`src/rtl/alu_sequencer.sv`:
```
`default_nettype none
// ============================================================================
// Module   : alu_sequencer
// Purpose  : Sequences single commands through an external combinational ALU.
//            A command is accepted in IDLE, the operands and select are
//            registered onto the ALU for one EXEC cycle, and the ALU results
//            are captured and presented on a valid/ready response channel
//            in RESP. Completed responses are counted in op_count.
// Ports    : clk, rst_n                - clock, asynchronous active-low reset
//            req_valid/req_ready       - command handshake
//            req_a, req_b, req_op      - operands and ALU select
//            alu_a, alu_b, alu_select  - registered drive to the ALU
//            alu_out, alu_carry,
//            alu_greater/equal/less    - ALU results
//            rsp_valid/rsp_ready       - response handshake
//            rsp_data/carry/zero/err/cmp - captured response
//            op_count                  - completed response counter (wraps)
// Revision : 1.0 - initial release
// ============================================================================
module alu_sequencer #(
    parameter int WIDTH = 4
) (
    input  logic                 clk,
    input  logic                 rst_n,
    input  logic                 req_valid,
    output logic                 req_ready,
    input  logic [WIDTH-1:0]     req_a,
    input  logic [WIDTH-1:0]     req_b,
    input  logic [2:0]           req_op,
    output logic [WIDTH-1:0]     alu_a,
    output logic [WIDTH-1:0]     alu_b,
    output logic [2:0]           alu_select,
    input  logic [2*WIDTH-1:0]   alu_out,
    input  logic                 alu_carry,
    input  logic                 alu_greater,
    input  logic                 alu_equal,
    input  logic                 alu_less,
    output logic                 rsp_valid,
    input  logic                 rsp_ready,
    output logic [2*WIDTH-1:0]   rsp_data,
    output logic                 rsp_carry,
    output logic                 rsp_zero,
    output logic                 rsp_err,
    output logic [2:0]           rsp_cmp,
    output logic [7:0]           op_count
);

    localparam logic [1:0] IDLE = 2'd0;
    localparam logic [1:0] EXEC = 2'd1;
    localparam logic [1:0] RESP = 2'd2;

    localparam logic [2:0] c_OP_ADD = 3'b000;
    localparam logic [2:0] c_OP_DIV = 3'b111;

    logic [1:0]         r_state;
    logic [1:0]         w_state_next;
    logic               r_req_ready;
    logic               w_accept;
    logic               w_rsp_hs;
    logic               w_div_zero;
    logic [2*WIDTH-1:0] w_cap_data;

    assign w_accept   = (r_state == IDLE) && req_valid && r_req_ready;
    assign w_rsp_hs   = (r_state == RESP) && rsp_valid && rsp_ready;
    assign w_div_zero = (alu_select == c_OP_DIV) && (alu_b == '0);
    // Divide-by-zero results from the ALU are undefined; report zero instead.
    assign w_cap_data = w_div_zero ? '0 : alu_out;

    assign req_ready  = r_req_ready;

    always_comb begin
        w_state_next = r_state;
        case (r_state)
            IDLE:    if (w_accept) w_state_next = EXEC;
            EXEC:    w_state_next = RESP;
            RESP:    if (w_rsp_hs) w_state_next = IDLE;
            default: w_state_next = IDLE;
        endcase
    end

    // req_ready is registered from the next state so that it stays low while
    // reset is held and only rises on the first edge after release.
    always_ff @(posedge clk or negedge rst_n) begin
        if (!rst_n) begin
            r_state     <= IDLE;
            r_req_ready <= 1'b0;
        end else begin
            r_state     <= w_state_next;
            r_req_ready <= (w_state_next == IDLE);
        end
    end

    always_ff @(posedge clk or negedge rst_n) begin
        if (!rst_n) begin
            alu_a      <= '0;
            alu_b      <= '0;
            alu_select <= 3'b000;
        end else if (w_accept) begin
            alu_a      <= req_a;
            alu_b      <= req_b;
            alu_select <= req_op;
        end
    end

    always_ff @(posedge clk or negedge rst_n) begin
        if (!rst_n) begin
            rsp_valid <= 1'b0;
            rsp_data  <= '0;
            rsp_carry <= 1'b0;
            rsp_zero  <= 1'b0;
            rsp_err   <= 1'b0;
            rsp_cmp   <= 3'b000;
        end else if (r_state == EXEC) begin
            rsp_valid <= 1'b1;
            rsp_data  <= w_cap_data;
            rsp_carry <= (alu_select == c_OP_ADD) ? alu_carry : 1'b0;
            rsp_zero  <= (w_cap_data == '0);
            rsp_err   <= w_div_zero;
            rsp_cmp   <= {alu_greater, alu_equal, alu_less};
        end else if (w_rsp_hs) begin
            rsp_valid <= 1'b0;
        end
    end

    always_ff @(posedge clk or negedge rst_n) begin
        if (!rst_n) begin
            op_count <= 8'd0;
        end else if (w_rsp_hs) begin
            op_count <= op_count + 8'd1;
        end
    end

endmodule
`default_nettype wire

```
`config.mk`:
```
export PLATFORM = sky130hd
export DESIGN_NAME = alu_sequencer
export DESIGN_NICKNAME = d
export VERILOG_FILES = /design/src/rtl/alu_sequencer.sv
export SDC_FILE = /design/constraint.sdc
export NUM_CORES = 1
export LEC_CHECK = 0
export CORE_MARGIN = 8
export CORE_UTILIZATION = 47
export CTS_BUF_LIST = sky130_fd_sc_hd__clkbuf_4 sky130_fd_sc_hd__clkbuf_8
export DETAILED_ROUTE_END_ITERATION = 8
export GPL_TIMING_DRIVEN = 0
export PLACE_DENSITY = 0.88
export SYNTH_ARGS = -nofsm -noshare
export SYNTH_HDL_FRONTEND = slang
export SYNTH_SLANG_ARGS = --single-unit
export TNS_END_PERCENT = 10
```
`constraint.sdc`:
```
create_clock -name clk -period 2.1 [get_ports clk]
set_input_delay 0.315 -clock clk [delete_from_list [all_inputs] [get_ports clk]]
set_output_delay 0.315 -clock clk [all_outputs]
set_load 0.01 [all_outputs]
```
==> results.sh, run 1 <==
# yosys + openroad results
export IMPL_outcome="complete, no violations"
export IMPL_ant_nets=0
export IMPL_drv_cap=0
export IMPL_syn_inst=131
export IMPL_slowest_delay_ns=0.59
export IMPL_vias_per_cell=4.94
export IMPL_grt_max_degree=38
export IMPL_cts_resized=0
export IMPL_slew_violations=0
export IMPL_layout_drive_gt1_share_pct=15.0
export IMPL_worstSetupPathType="reg -> out"
export IMPL_seq_cell_count=37
export IMPL_dpl_hpwl_mm=3.01
export IMPL_cts_setup_buffers=0
export IMPL_met1Wirelength_mm=1.48
export IMPL_ctsHoldBuffers=0
export IMPL_largest_class="registers"
export IMPL_nNonClkBuffers=66
export IMPL_fp_nets=159
export IMPL_total_power_mw=3.11
export IMPL_grt_pass1_wl_mm=6.13
export IMPL_post_layout_nonfiller_instances=244
export IMPL_clock_sinks=37
export IMPL_min_period_ns=1.67
export IMPL_maxPowerGroup="combinational cells"
export IMPL_placedInstanceArea_um2=2170
export IMPL_avgSynthCellArea_um2=11.5
export IMPL_antenna_cells=0
export IMPL_fin_area_um2=2260
export IMPL_worst_pin_slew_ns=0.798
export IMPL_critPathTopFamily="buffers and inverters"
export IMPL_flop_cell="dfrtp_1"
export IMPL_grt_use_met2_pct=25.0
export IMPL_max_slew_margin_rel_pct=46.8
export IMPL_sh_comb_area_pct=24.5
export IMPL_fp_dieW_um=72.7
export IMPL_cts_htree_levels=2
export IMPL_busiest_layer="met2"
export IMPL_cp_slowest_cell="clkdlybuf4s50_1"
export IMPL_insertion_delay_ns=0.33
export IMPL_ys_ff=37
export IMPL_path_cells="clkdlybuf4s50_1"
export IMPL_tritoncts="yes"
export IMPL_dp_cells=236
export IMPL_sw_frac_of_total_pct=32.2
export IMPL_p_per_area_nw_per_um2=1370
-- run 1: path summary, 6_finish.rpt --
| check | to | slack, ns | cells past startpoint |
|---|---|---|---|
| min | rsp_zero | 0.06 | 1 |
| max | rsp_valid | 0.43 | 1 |
| max reg2reg | alu_select[1] | 0.57 | 3 |
| min in group clk | op_count[7] | 0.47 | 1 |
| min reg2reg | op_count[7] | 0.47 | 1 |
| max in group asynchronous | alu_a[0] | 1.53 | 1 |
-- run 1: logic make-up after synthesis --
logic type | Yosys count | share of synthesized area (%)
compound gates | 12 | 4.06
mux | 12 | 8.95
xor+xnor | 7 | 4.06
buf+inv | 6 | 2.07
flops | 37 | 61.3
fa+ha+maj | 1 | 0.828
simple gates | 56 | 18.7
Figure 1. Sequential cells colored by netlist name (run 1).
Scale: 6 px per um.
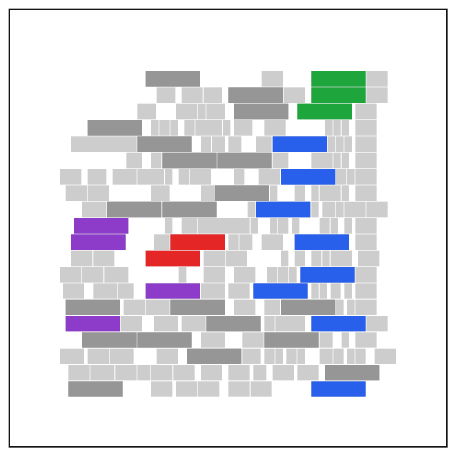
Key: purple = `alu_a` [placed flops 4, where west]; green = `rsp_cmp` [placed flops 3]; red = `r_state` [placed flops 2]; blue = `rsp_data` [placed flops 8]
Final Util: 74.0%
sequential cell area share: 41.0%
P_seq: 1.26 mW

Figure 2. Signal wires by layer (run 1).
Scale: 6 px per um.
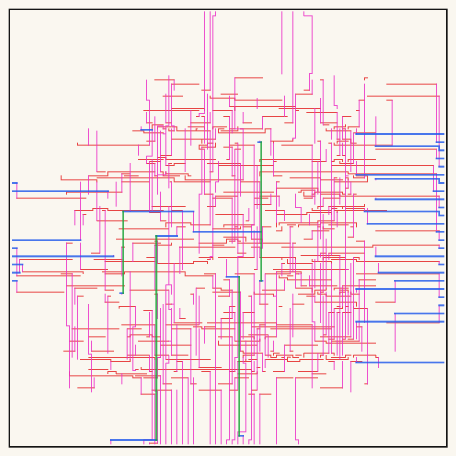
Key: red = M1 [wire length 1480 um]; blue = M3 [wire length 270 um]; green = M4 [wire length 97.2 um]; magenta = M2 [wire length 1880 um]
Total Wirelength: 3.73 mm
drt wl/cell: 15.3 um
Vias: 1206
Global Route Usage Sum: 14.9%

Figure 3. Power grid (run 1).
Scale: 4 px per um. Pins as bars on the die edge. Tap cells in gray.
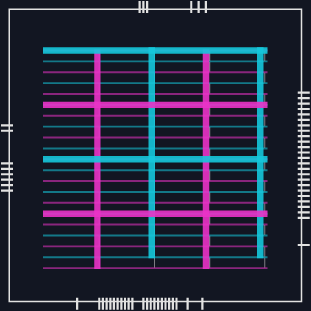
Key: magenta = VSS; cyan = VDD
44 tap cells. 62 signal pins sit on the boundary. 4 straps on met4. The core has 20 rows. 21 met1 rails follow the rows.
maximum VDD drop: 0.948 mV
die height: 72.7 um

--- run 2 (diff from run 1) ---
--- a/config.mk
+++ b/config.mk
@@ -6,11 +6,11 @@
 export NUM_CORES = 1
 export LEC_CHECK = 0
 export CORE_MARGIN = 8
-export CORE_UTILIZATION = 47
+export CORE_UTILIZATION = 40
 export CTS_BUF_LIST = sky130_fd_sc_hd__clkbuf_4 sky130_fd_sc_hd__clkbuf_8
 export DETAILED_ROUTE_END_ITERATION = 8
 export GPL_TIMING_DRIVEN = 0
-export PLACE_DENSITY = 0.88
+export PLACE_DENSITY = 0.79
 export SYNTH_ARGS = -nofsm -noshare
 export SYNTH_HDL_FRONTEND = slang
 export SYNTH_SLANG_ARGS = --single-unit
==> constraint.sdc (replaced) <==
create_clock -name clk -period 1.5 [get_ports clk]
set_input_delay 0.225 -clock clk [delete_from_list [all_inputs] [get_ports clk]]
set_output_delay 0.225 -clock clk [all_outputs]
set_load 0.01 [all_outputs]
Figure 4. Cell density map (run 2).
Scale: 4 px per um. 8 x 8 tiles, from white (low) to dark blue (high), 0 to 100% covered.
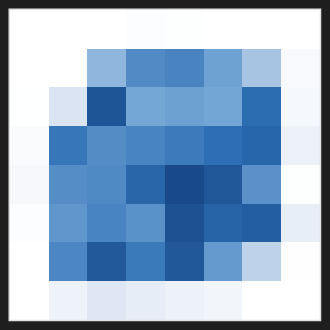
17% of the tiles are over 75% full. 28% of the tiles are nearly empty. The fullest tile reaches 89%. The densest ninth of the die: center.

==> run 2 against run 1 <==
Net effect: clock power is about 20% higher; area after synthesis stayed put; non-clock buffer count unchanged; power is 37% higher; first-iteration DRC count grew 5.4%; largest power group unchanged; worst hold slack lost 0.034 ns; largest cell class unchanged; synthesized cell count unchanged; utilization decreased by 11 points.
==> results.sh, run 2 <==
# yosys + openroad results
export IMPL_antenna_cells=0
export IMPL_cts_resized=4
export IMPL_seq_share_pct=40.7
export IMPL_ys_sh_xor_pct=4.06
export IMPL_vias_per_cell=4.96
export IMPL_die_h_um=77.4
export IMPL_sh_comb_area_pct=24.9
export IMPL_path_cells="clkdlybuf4s50_1"
export IMPL_slowest_delay_ns=0.56
export IMPL_flop_cell="dfrtp_1"
export IMPL_synth_adder_area_share_pct=0.829
export IMPL_dpl_hpwl_mm=2.89
export IMPL_syn_inst=131
export IMPL_grt_max_degree=38
export IMPL_max_slew_margin_rel_pct=46.6
export IMPL_tritoncts="yes"
export IMPL_cts_setup_buffers=0
export IMPL_drv_cap=0
export IMPL_peakVddDrop_mv=0.819
export IMPL_worst_pin_slew_ns=0.801
export IMPL_ant_nets=0
export IMPL_insertion_delay_ns=0.28
export IMPL_simple_gate_area_share_pct=18.7
export IMPL_ys_ff=37
export IMPL_ys_chip_area_um2=1510
export IMPL_worstSetupPathType="reg -> out"
export IMPL_fp_nets=159
export IMPL_grt_pass1_wl_mm=6.24
export IMPL_p_per_area_nw_per_um2=1870
export IMPL_cp_slowest_cell="clkdlybuf4s50_1"
export IMPL_clock_sinks=37
export IMPL_seq_cell_count=37
export IMPL_largest_class="registers"
export IMPL_nNonClkBuffers=66
export IMPL_fp_dieW_um=77.4
export IMPL_cts_htree_levels=2
export IMPL_avgSynthCellArea_um2=11.5
export IMPL_fin_area_um2=2270
export IMPL_wl_per_cell_um=15.3
export IMPL_outcome="complete, no violations"
export IMPL_synth_logic_top_family="simple AND/OR/NAND/NOR gates"
export IMPL_drt_wl_total_mm=3.77
export IMPL_min_period_ns=1.47
export IMPL_layout_drive_gt1_share_pct=14.6
export IMPL_slew_violations=0
export IMPL_critPathTopFamily="buffers and inverters"
export IMPL_aoi_share_pct=4.06
export IMPL_total_power_mw=4.25
Figure 5. Signal wires by layer (run 2).
Scale: 6 px per um.
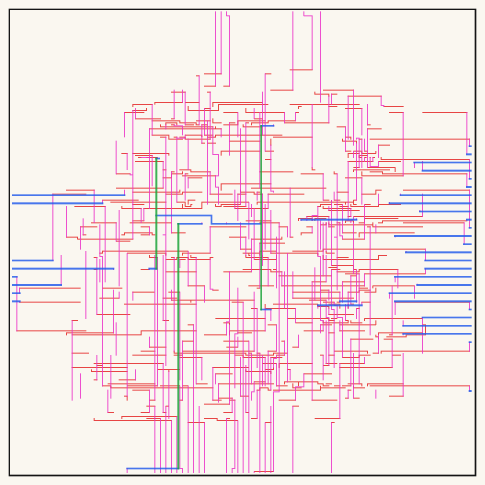
Key: red = M1 [wire length 1590 um]; green = M4 [wire length 89.8 um]; blue = M3 [wire length 297 um]; magenta = M2 [wire length 1800 um]
Vias: 1221
Global Route Usage Sum: 12.8%

[run 2: path summary, 6_finish.rpt]
path	start	endpoint	slack, ns	cells after the start
worst max-delay path	alu_b[1]	alu_b[1]	0.03	1
worst min-delay path	rst_n	rsp_zero	0.02	1
worst max register to register	alu_b[1]	rsp_data[2]	0.06	4
worst min register to register	op_count[7]	op_count[7]	0.47	1
max in group asynchronous	rst_n	op_count[0]	0.96	1
min in group clk	op_count[7]	op_count[7]	0.47	1
[run 2: report_power, final]
| part | internal (mW) | switching [mW] |
|---|---|---|
| sequential | 1.43 | 0.349 |
| clock | 0.305 | 0.311 |
| combinational | 1.08 | 0.773 |
| total | 2.82 | 1.43 |
[run 2: metal layers]
metal,global-route usage (%),wire [um]
met2,19.8,1800
met3,4.38,296
met4,8.68,89
met5,0,0
met1,14.6,1590
Figure 6. Power grid (run 2).
Scale: 4 px per um. Pins as bars on the die edge. Tap cells in gray.
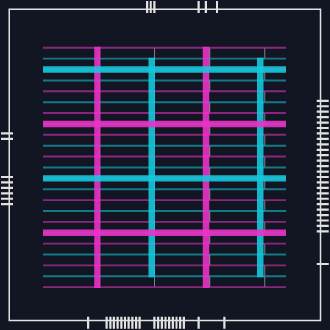

--- run 3 (diff from run 2) ---
--- a/config.mk
+++ b/config.mk
@@ -5,12 +5,14 @@
 export SDC_FILE = /design/constraint.sdc
 export NUM_CORES = 1
 export LEC_CHECK = 0
-export CORE_MARGIN = 8
+export CORE_MARGIN = 2
 export CORE_UTILIZATION = 40
 export CTS_BUF_LIST = sky130_fd_sc_hd__clkbuf_4 sky130_fd_sc_hd__clkbuf_8
+export CTS_CLUSTER_SIZE = 14
 export DETAILED_ROUTE_END_ITERATION = 8
 export GPL_TIMING_DRIVEN = 0
 export PLACE_DENSITY = 0.79
+export SETUP_SLACK_MARGIN = 0.3
 export SYNTH_ARGS = -nofsm -noshare
 export SYNTH_HDL_FRONTEND = slang
 export SYNTH_SLANG_ARGS = --single-unit
Figure 7. Power grid (run 3).
Scale: 6 px per um. Pins as bars on the die edge. Tap cells in gray.
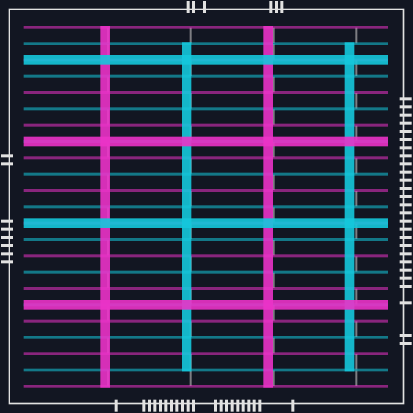
Key: cyan = VDD; magenta = VSS
62 signal pins sit on the boundary. 48 tap cells. 4 straps on met4. 23 met1 rails follow the rows. The core has 22 rows.

Figure 8. Signal wires by layer (run 3).
Scale: 8 px per um.
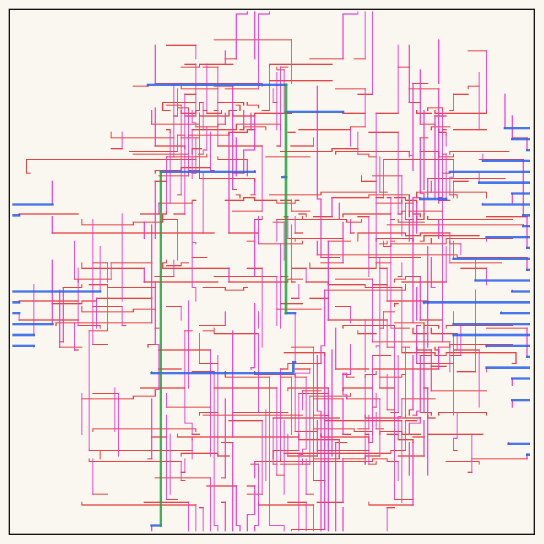
Key: red = M1 [wire length 1520 um]; blue = M3 [wire length 202 um]; green = M4 [wire length 72.8 um]; magenta = M2 [wire length 1700 um]

==> run 3 against run 2 <==
Net effect: power rose by 7.6%; global-route usage rose by 5.9 points; highest routed layer unchanged; clock-buffer cell count rose by 3; largest cell class unchanged; sequential cell count did not move; final cell count rose by 4.1%; utilization rose by 3.6 points.
==> results.sh, run 3 <==
# yosys + openroad results
export IMPL_outcome="complete, no violations"
export IMPL_simple_gate_area_share_pct=18.7
export IMPL_largest_class="registers"
export IMPL_flop_cell="dfrtp_1"
export IMPL_crit_start="alu_select[1]"
export IMPL_ys_ff=37
export IMPL_dpl_hpwl_mm=2.52
export IMPL_use_met3_pct=5.82
export IMPL_r2r_start="alu_select[1]"
export IMPL_antenna_cells=0
export IMPL_crit_end="rsp_carry"
export IMPL_p_int_mw=3.05
export IMPL_fp_nets=159
export IMPL_seq_share_pct=38.6
export IMPL_highest_layer="met4"
export IMPL_p_per_area_nw_per_um2=1900
export IMPL_wl_per_cell_um=13.6
export IMPL_dr_total_vias=1230
export IMPL_layout_drive_gt1_share_pct=23.1
export IMPL_die_h_um=65.4
export IMPL_ant_nets=0
export IMPL_fp_dieW_um=65.4
export IMPL_busiest_layer="met2"
export IMPL_maxPowerGroup="combinational cells"
export IMPL_ys_chip_area_um2=1510
export IMPL_worstSetupPathType="reg -> reg"
export IMPL_synth_adder_area_share_pct=0.829
export IMPL_cts_htree_levels=2
export IMPL_vias_per_cell=4.80
export IMPL_grt_use_met2_pct=30.0
export IMPL_tritoncts="yes"
export IMPL_grt_pass1_wl_mm=5.92
export IMPL_ys_sh_xor_pct=4.06
export IMPL_reg2reg_depth=3
export IMPL_p_seq_share_pct=38.5
export IMPL_combPwrFrac_pct=46.2
export IMPL_seq_cell_count=37
export IMPL_synth_logic_top_family="simple AND/OR/NAND/NOR gates"
export IMPL_clockPowerShare_pct=15.3
export IMPL_avgSynthCellArea_um2=11.5
export IMPL_pwr_group_sequential_mw=1.76
export IMPL_insertion_delay_ns=0.28
export IMPL_wl_met2_mm=1.70
export IMPL_total_power_mw=4.57
export IMPL_use_met1_pct=22.6
export IMPL_slew_violations=0
export IMPL_r2r_end="rsp_carry"
-- run 3: repair_timing --
| action | 4_1_cts | 5_1_grt |
|---|---|---|
| setup buffers | 6 | 2 |
| setup endpoints to repair | 64 | 65 |
| pin swaps | 0 | 7 |
| resized | 22 | 16 |
-- run 3: stage by stage --
step                worst slack, ns  utilization [%]  setup TNS [ns]  instances  area, um2
floorplan                     0.188                -               0        131       1550
global placement             -0.537             61.2          -21.42        240       2220
detailed placement           -0.205             61.1           -1.69        240       2220
CTS                          0.0821             64.6               0        254       2350
global route                 0.0363             66.1               0        256       2400
finish                       0.0802             66.1               0        256       2400
-- run 3: worst max-delay path, stage by stage (launching register included) --
cell	delay (ns)
dfrtp_1	0.40
buf_4	0.15
or4b_2	0.65
o21ai_0	0.15
No activity file was given, so power comes from the tool's default toggle rates.
